Fig. 1: run 1, placement by cell class
(3 px per um)
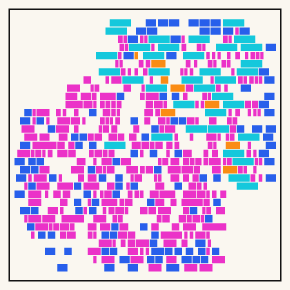
Fig. 2: run 1, metal layers overlaid
(3 px per um)
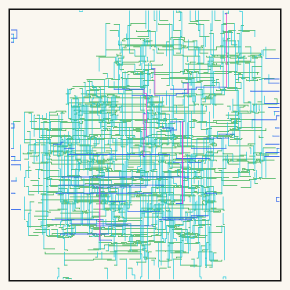
Fig. 3: run 1, placement density heat map
(4 px per um) 9 x 9 tiles, from black (low) to pale yellow (high), 0 to 100% covered.
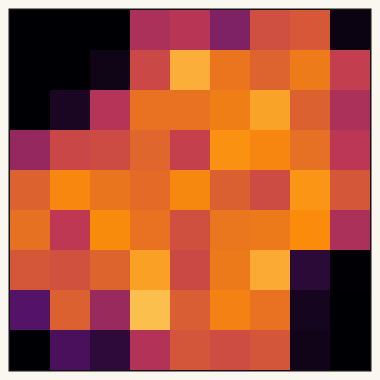
### config.mk
export PLATFORM = sky130hd
export DESIGN_NAME = alu_exec_stage
export DESIGN_NICKNAME = d
export VERILOG_FILES = /design/src/rtl/alu_exec_stage.sv
export SDC_FILE = /design/constraint.sdc
export NUM_CORES = 1
export LEC_CHECK = 0
export CORE_UTILIZATION = 40
export CTS_CLUSTER_SIZE = 8
export DETAILED_ROUTE_END_ITERATION = 7
export PLACE_DENSITY = 0.68
export SYNTH_ARGS = -nofsm -noshare
export SYNTH_HDL_FRONTEND = slang
export SYNTH_SLANG_ARGS = --single-unit
### constraint.sdc
create_clock -name clk -period 2.8 [get_ports clk]
set_clock_uncertainty 0.1 [all_clocks]
set_input_delay 0.28 -clock clk [delete_from_list [all_inputs] [get_ports clk]]
set_output_delay 0.28 -clock clk [all_outputs]
set_load 0.01 [all_outputs]
### src/rtl/alu_exec_stage.sv
// -----------------------------------------------------------------------------
// alu_exec_stage
//
// Execute / write-back stage that sits directly behind the 16x8 register file.
// A decoded op is accepted in IDLE, the source addresses go straight to the
// register file read ports, the registered read data is consumed one cycle
// later (OPWAIT), the result is computed (single-cycle ALU or the optional
// shift-add multiplier) and returned through the register file write port.
// The stage also owns the architectural flags {Z,N,C,V}.
//
// Optional feature: define ALU_EXEC_MUL_EN to build the multiplier
// (opcode 9). Without it, opcode 9 is treated as an illegal opcode and the
// MUL state/datapath is not built.
//
// Ports
//   clk, reset             rising-edge clock, synchronous active-high reset
//   issue_valid/ready      op handshake; ready is high only in IDLE
//   issue_op/dst/src1/src2 decoded op fields
//   rf_read_address1/2     combinational copies of issue_src1/2
//   rf_read_data1/2        register file read data (one cycle after address)
//   rf_write_address/data  write-back address/data (hold when not writing)
//   rf_write_enable        one-cycle write-back strobe
//   flags                  {Z,N,C,V}
//   illegal_op             one-cycle pulse for an undefined opcode
//   busy                   high whenever the FSM is not in IDLE
//
// Timing: an op accepted at edge T writes back in the cycle after edge T+2
// (T+2+DATA_W for MUL). The write strobe is registered out of WB, so it is
// high while the FSM is already back in IDLE; the next op may therefore read
// on the same edge the write lands, and the register file resolves that
// write-first.
// -----------------------------------------------------------------------------
module alu_exec_stage #(
    parameter int DATA_W = 8,
    parameter int ADDR_W = 4
) (
    input  logic              clk,
    input  logic              reset,
    input  logic              issue_valid,
    output logic              issue_ready,
    input  logic [3:0]        issue_op,
    input  logic [ADDR_W-1:0] issue_dst,
    input  logic [ADDR_W-1:0] issue_src1,
    input  logic [ADDR_W-1:0] issue_src2,
    output logic [ADDR_W-1:0] rf_read_address1,
    output logic [ADDR_W-1:0] rf_read_address2,
    input  logic [DATA_W-1:0] rf_read_data1,
    input  logic [DATA_W-1:0] rf_read_data2,
    output logic [ADDR_W-1:0] rf_write_address,
    output logic              rf_write_enable,
    output logic [DATA_W-1:0] rf_write_data,
    output logic [3:0]        flags,
    output logic              illegal_op,
    output logic              busy
);

    localparam logic [3:0] OP_ADD = 4'd0;
    localparam logic [3:0] OP_SUB = 4'd1;
    localparam logic [3:0] OP_AND = 4'd2;
    localparam logic [3:0] OP_OR  = 4'd3;
    localparam logic [3:0] OP_XOR = 4'd4;
    localparam logic [3:0] OP_SHL = 4'd5;
    localparam logic [3:0] OP_SHR = 4'd6;
    localparam logic [3:0] OP_MOV = 4'd7;
    localparam logic [3:0] OP_CMP = 4'd8;

    typedef enum logic [1:0] {
        S_IDLE   = 2'd0,
        S_OPWAIT = 2'd1,
        S_MUL    = 2'd2,
        S_WB     = 2'd3
    } state_t;

    typedef struct packed {
        logic [DATA_W-1:0] res;
        logic              c;
        logic              v;
        logic              wb;     // result goes to the register file
        logic              legal;  // opcode is a single-cycle ALU op
    } alu_res_t;

    // Single-cycle ALU. Carry/borrow come from an unsigned DATA_W+1 result,
    // overflow from a sign-extended signed result disagreeing in its top two bits.
    function automatic alu_res_t alu_eval(input logic [3:0]        op,
                                          input logic [DATA_W-1:0] a,
                                          input logic [DATA_W-1:0] b);
        alu_res_t               r;
        logic [DATA_W:0]        ext;
        logic signed [DATA_W:0] sext;
        r       = '0;
        r.legal = 1'b1;
        r.wb    = 1'b1;
        ext     = '0;
        sext    = '0;
        case (op)
            OP_ADD: begin
                ext   = {1'b0, a} + {1'b0, b};
                sext  = $signed({a[DATA_W-1], a}) + $signed({b[DATA_W-1], b});
                r.res = ext[DATA_W-1:0];
                r.c   = ext[DATA_W];
                r.v   = sext[DATA_W] ^ sext[DATA_W-1];
            end
            OP_SUB, OP_CMP: begin
                ext   = {1'b0, a} - {1'b0, b};
                sext  = $signed({a[DATA_W-1], a}) - $signed({b[DATA_W-1], b});
                r.res = ext[DATA_W-1:0];
                r.c   = ext[DATA_W];          // borrow: a < b unsigned
                r.v   = sext[DATA_W] ^ sext[DATA_W-1];
                r.wb  = (op != OP_CMP);
            end
            OP_AND: r.res = a & b;
            OP_OR:  r.res = a | b;
            OP_XOR: r.res = a ^ b;
            OP_SHL: begin
                r.res = {a[DATA_W-2:0], 1'b0};
                r.c   = a[DATA_W-1];
            end
            OP_SHR: begin
                r.res = {1'b0, a[DATA_W-1:1]};
                r.c   = a[0];
            end
            OP_MOV: r.res = b;
            default: begin
                r.legal = 1'b0;
                r.wb    = 1'b0;
            end
        endcase
        return r;
    endfunction

    function automatic logic [3:0] pack_flags(input logic [DATA_W-1:0] res,
                                              input logic              c,
                                              input logic              v);
        return {(res == '0), res[DATA_W-1], c, v};
    endfunction

    state_t            state_q, state_d;
    logic [3:0]        op_q;
    logic [ADDR_W-1:0] dst_q;
    logic [DATA_W-1:0] res_q;
    logic              wb_pend_q;
    logic [3:0]        flags_q;
    logic              we_q;
    logic [ADDR_W-1:0] wa_q;
    logic [DATA_W-1:0] wd_q;
    logic              illegal_q;
    alu_res_t          alu_r;

    assign alu_r = alu_eval(op_q, rf_read_data1, rf_read_data2);

`ifdef ALU_EXEC_MUL_EN
    localparam logic [3:0]       OP_MUL   = 4'd9;
    localparam int               CNT_W    = $clog2(DATA_W + 1);
    localparam logic [CNT_W-1:0] CNT_LAST = CNT_W'(DATA_W - 1);

    logic [2*DATA_W-1:0] acc_q;
    logic [2*DATA_W-1:0] mcand_q;
    logic [DATA_W-1:0]   mplier_q;
    logic [CNT_W-1:0]    cnt_q;
    logic [2*DATA_W-1:0] prod_next;
    logic                mul_last;

    // Accumulator after adding this cycle's partial product; on the last
    // iteration this is the full product.
    assign prod_next = acc_q + (mplier_q[0] ? mcand_q : '0);
    assign mul_last  = (cnt_q == CNT_LAST);
`endif

    // State register
    always_ff @(posedge clk) begin
        if (reset) state_q <= S_IDLE;
        else       state_q <= state_d;
    end

    // Next-state logic
    always_comb begin
        state_d = state_q;
        case (state_q)
            S_IDLE: begin
                if (issue_valid) state_d = S_OPWAIT;
            end
            S_OPWAIT: begin
`ifdef ALU_EXEC_MUL_EN
                if (op_q == OP_MUL)   state_d = S_MUL;
                else
`endif
                if (alu_r.legal)      state_d = S_WB;
                else                  state_d = S_IDLE;
            end
            S_MUL: begin
`ifdef ALU_EXEC_MUL_EN
                if (mul_last) state_d = S_WB;
`else
                state_d = S_IDLE;
`endif
            end
            S_WB:    state_d = S_IDLE;
            default: state_d = S_IDLE;
        endcase
    end

    // Outputs
    always_comb begin
        issue_ready      = (state_q == S_IDLE);
        busy             = (state_q != S_IDLE);
        rf_read_address1 = issue_src1;
        rf_read_address2 = issue_src2;
        rf_write_enable  = we_q;
        rf_write_address = wa_q;
        rf_write_data    = wd_q;
        flags            = flags_q;
        illegal_op       = illegal_q;
    end

    // Datapath registers
    always_ff @(posedge clk) begin
        if (reset) begin
            op_q      <= '0;
            dst_q     <= '0;
            res_q     <= '0;
            wb_pend_q <= 1'b0;
            flags_q   <= '0;
            we_q      <= 1'b0;
            wa_q      <= '0;
            wd_q      <= '0;
            illegal_q <= 1'b0;
`ifdef ALU_EXEC_MUL_EN
            acc_q     <= '0;
            mcand_q   <= '0;
            mplier_q  <= '0;
            cnt_q     <= '0;
`endif
        end else begin
            we_q      <= 1'b0;
            illegal_q <= 1'b0;
            case (state_q)
                S_IDLE: begin
                    if (issue_valid) begin
                        op_q  <= issue_op;
                        dst_q <= issue_dst;
                    end
                end
                S_OPWAIT: begin
`ifdef ALU_EXEC_MUL_EN
                    if (op_q == OP_MUL) begin
                        acc_q    <= '0;
                        mcand_q  <= {{DATA_W{1'b0}}, rf_read_data1};
                        mplier_q <= rf_read_data2;
                        cnt_q    <= '0;
                    end else
`endif
                    if (alu_r.legal) begin
                        res_q     <= alu_r.res;
                        wb_pend_q <= alu_r.wb;
                        flags_q   <= pack_flags(alu_r.res, alu_r.c, alu_r.v);
                    end else begin
                        illegal_q <= 1'b1;
                    end
                end
`ifdef ALU_EXEC_MUL_EN
                S_MUL: begin
                    acc_q    <= prod_next;
                    mcand_q  <= mcand_q << 1;
                    mplier_q <= mplier_q >> 1;
                    cnt_q    <= cnt_q + 1'b1;
                    if (mul_last) begin
                        res_q     <= prod_next[DATA_W-1:0];
                        wb_pend_q <= 1'b1;
                        flags_q   <= pack_flags(prod_next[DATA_W-1:0],
                                                |prod_next[2*DATA_W-1:DATA_W], 1'b0);
                    end
                end
`endif
                S_WB: begin
                    // CMP passes through WB with nothing pending.
                    if (wb_pend_q) begin
                        we_q <= 1'b1;
                        wa_q <= dst_q;
                        wd_q <= res_q;
                    end
                    wb_pend_q <= 1'b0;
                end
                default: ;
            endcase
        end
    end

endmodule
==> results.toml, run 1 <==
# yosys + openroad results
[global_routing]
use_met3_pct = 3.38
overflow = 0
grt_pass1_wl_um = 14400

[yosys]
synth.avg_cell_area_um2 = 7.88
ys_sh_adder_pct = 11.4
ys.flops = 36
synthArstFlopShare_pct = 0
ys_cells = 393
largest_area_cell = "dfxtp_1"
synthesis.area_um2 = 3100
yosys-top-cells-area = "dfxtp_1 23%, ha_1 10%, nand2_1 6.8%"
yosys_warnings = 0
yosys_area_um2 = 3100
ff_type = "dfxtp_1"

[final_layout]
sh_seq_area_pct = 17.7
synthToLayoutAreaGrowth_pct = 31.6
flops = 36
layout_top_cell = "buf_4"
inverters = 26
mi_logic_area_um2 = 2060
largest_class = "logic gates"
drive_above_1_share_pct = 21.0
clock_buffers = 7

[cts]
cts_sinks = 36
cts.repair.resized = 0
root_buffer = "clkbuf_8"
cts_setup_buffers = 0
htreeDepth = 2

[timing]
timing.hold.ws_ns = 0.353
timing_hold_violations_final = 0
fin_crit_sh_pct = 95.3
setup_viol = 0
final.min_clock_period_ns = 2.67

[place]
routabilityCongestion = 0.908
portBuffers = 46
dp_slack_ns = -0.198
place_hpwl_um = 6670

[setup_path]
cp-start-kind = "input pin"
cp-end-kind = "flip-flop"
reg2reg_slack_ns = 0.23
arrival_ns = 2.77
r2r_cells = 7
cp_max_fo = 3

[power]
seqPwrFrac_pct = 34.5
p_per_area_nw_per_um2 = 418
p_total_mw = 1.70
pwr-share-clk_pct = 22.5

[detailed_routing]
highest_layer = "met4"
ant_nets = 0
wl_met2_um = 4030
vias = 3090
wl_met1_um = 3800

[run_status]
status = "complete, no violations"

[job]
warnings = 43

[min_path]
hold_path.class = "flip-flop to flip-flop"
-- Fig. 1 (at the start) --
[cyan] registers | cells: 36
[magenta] remaining logic cells | cells: 323
[blue] remaining buffers and delay cells | cells: 114
[orange] clock drivers and dummy loads | cells: 8

-- Fig. 2 (at the start) --
[blue] M3 | wire length: 484 um
[cyan] M2 | wire length: 4030 um
[magenta] M4 | wire length: 112 um
[green] M1 | wire length: 3800 um
routed wire length: 8420 um
All-Layer GR Usage: 21.4%

-- Fig. 3 (at the start) --
emptiest ninth of the die: upper left
nearly empty tiles: 12%
tiles over 75% full: 8.6%
mean over tiles: 49%
fullest tile: 86%
final core occ: 55.3%
Init Core Util: 42.0%
core footprint: 7370 um^2

-- run 1: cells in the mapped netlist (all sizes together), types with 5 or more instances --
cell type	instances
o21ai	19
dfxtp	36
nand2	56
nand2b	7
mux2i	8
inv	26
buf	26
nor3	9
nand3	7
a211oi	13
clkbuf	8
nor3b	7
xnor2	5
nor2	30
nor2b	9
a21oi	34
a22oi	5
ha	25
-- run 1: worst max-delay path: stages --
cell	delay, ns
clkdlybuf4s50_1	0.42
buf_4	0.14
inv_1	0.06
ha_1	0.17
inv_1	0.06
fa_1	0.38
nor2b_1	0.18
o21ai_0	0.18
buf_4	0.15
nand3_1	0.10
nor3b_1	0.17
o211a_1	0.25
a211oi_1	0.22
Fig. 4: run 1, clock routing
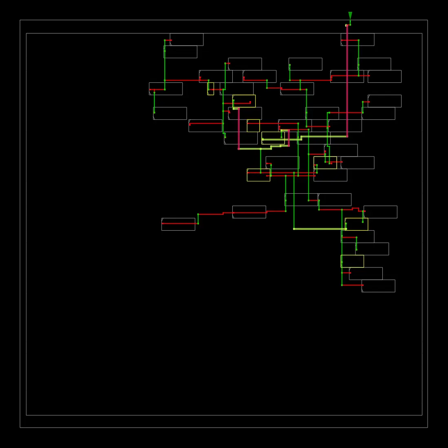

==> run 2, diff against run 1 <==
CORE_MARGIN = 1   (was unset)
GPL_ROUTABILITY_DRIVEN = 0   (was unset)
Fig. 5: run 2, clock routing
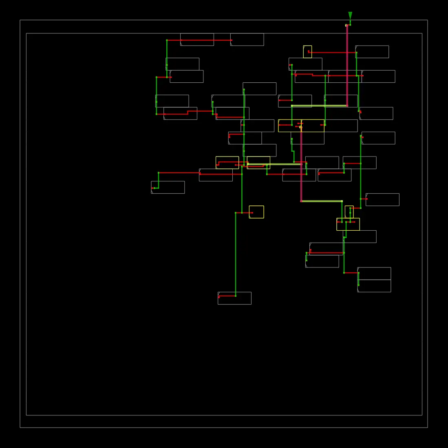
clock sinks: 36
CTS buffer count: 5

==> run 2 against run 1 <==
  * Total power is 1.5% lower
  * First-iteration DRC count is 45% higher
  * Routed wire length is 2.7% higher
  * Hold slack worse by 0.0022 ns
  * Die area stayed put
  * Clock power is 7.0% lower
  * Sequential power is 1% lower
  * Sequential share of layout area is 0.19 points higher
  * Critical path type unchanged
  * Setup slack worse by 0.011 ns
==> results.toml, run 2 <==
# yosys + openroad results
[global_routing]
grt_max_degree = 35
overflow = 0
antenna_found_initial = 0
globalRouteTotalUtil_pct = 21.0
grt_pass1_wl_um = 14100
gr-usage-met2_pct = 37.4
use_met3_pct = 2.62

[final_layout]
fillers = 688
layout_top_cell = "buf_4"
largest_reg_flops = 8
final_util_pct = 54.7
synthToLayoutAreaGrowth_pct = 30.3
fin_area_um2 = 4030
drive_above_1_share_pct = 19.8

[setup_path]
endpoint = "flags[3]"
arrival_ns = 2.80
worst-path-buf-inv = 4
r2r_cells = 7
crit_chain = "clkdlybuf4s50_1, inv_1, ha_1, inv_2, a221oi_2, buf_4, o221ai_2, a2111o_1, a22oi_2, nand3_1, o21ai_1"
reg2reg_slack_ns = 0.34
cp-start-kind = "input pin"
cpPeakStageDelay_ns = 0.50
path_depth = 11
r2r-start = "op_q[3]"
critPathTopFamily = "AND-OR/OR-AND gates"
cp_max_fo = 10
cp_slowest_cell = "ha_1"
cp-end-kind = "flip-flop"
timing.rr.end = "flags[2]"

[cts]
cts.repair.resized = 0
tritoncts = "yes"
htreeDepth = 2
root_buffer = "clkbuf_8"
cts_setup_buffers = 0

[job]
drv_cap = 0
warnings = 43

[run_status]
status = "complete, no violations"

[yosys]
ys.flops = 36
largest_area_cell = "dfxtp_1"
yosys-top-cells-area = "dfxtp_1 23%, ha_1 10%, nand2_1 6.8%"
ff_type = "dfxtp_1"
netlist_instances = 393
most_common_cell = "nand2_1"
synthesis.area_um2 = 3100
synth.avg_cell_area_um2 = 7.88
synth_seq_share_pct = 23.3
yosys_warnings = 0
ys_sh_xor_pct = 1.70
edf_count = 0
synthDistinctLibCells = 64
top_cells_by_count = "56 x nand2_1, 36 x dfxtp_1, 32 x a21oi_1, 28 x nor2_1"
yosys_area_um2 = 3100
ys_sh_adder_pct = 11.4
synthArstFlopShare_pct = 0
ys_cells = 393
top_logic_kind = "AND-OR/OR-AND gates"
mux_share_pct = 4.04

[timing]
timing_hold_violations_final = 0
timing.hold.ws_ns = 0.351
slew_headroom_pct = 51.3
fin_crit_sh_pct = 95.7
final.min_clock_period_ns = 2.68
fmax_ghz = 0.373
setup_viol = 0
worst_slew_pin_slew_ns = 0.728

[power]
p_per_area_nw_per_um2 = 416
comb-power_uw = 742
switching_share_pct = 35.9
top_power_group = "combinational cells"
p_leak_nw = 1.65
p_total_mw = 1.68
seqPwrFrac_pct = 34.6
pwr-share-clk_pct = 21.2
seq_cell_power_uw = 581

[min_path]
hold_depth = 2
holdPathEnd = "rf_write_address[3]"
hold_path.class = "flip-flop to flip-flop"

[place]
portBuffers = 46
place_area_um2 = 3930
place_hpwl_um = 6770
dp.cells = 566

[floorplanning]
initCoreUtil_pct = 42.0
core_area_um2 = 7370
die-area_um2 = 8100
num_rows = 31
fp.dieH_um = 90.0

[detailed_routing]
ant_nets = 0
routed_wl_um = 8650
vias = 3190
dr.pass1.iters = 5
==> run 2: layout make-up <==
cell class                      count  area [um^2]  area share, %
Clock buffer                        5         68.8           1.71
Clock inverter                      3         18.8          0.465
Inverter                           26         97.6           2.42
Multi-Input combinational cell    297         2060           51.1
Sequential cell                    36          721           17.9
Tap cell                           99          124           3.07
Timing Repair Buffer              108          943           23.4
==> run 2: metal layers <==
metal / part of all wire [%] / routed length (um)
met1: 43 / 3700
met2: 49 / 4240
met3: 6.8 / 586
met4: 1.5 / 131
met5: 0 / 0
==> run 2: per-stage QoR <==
step / setup WS, ns / TNS (ns)
global placement: -0.145 / -0.346
detailed placement: -0.282 / -0.629
floorplan: 0.431 / 0
global route: 0.00759 / 0
CTS: 0.0160 / 0
finish: 0.121 / 0
Power figures rest on the tool's default switching activity, not on a simulated workload.
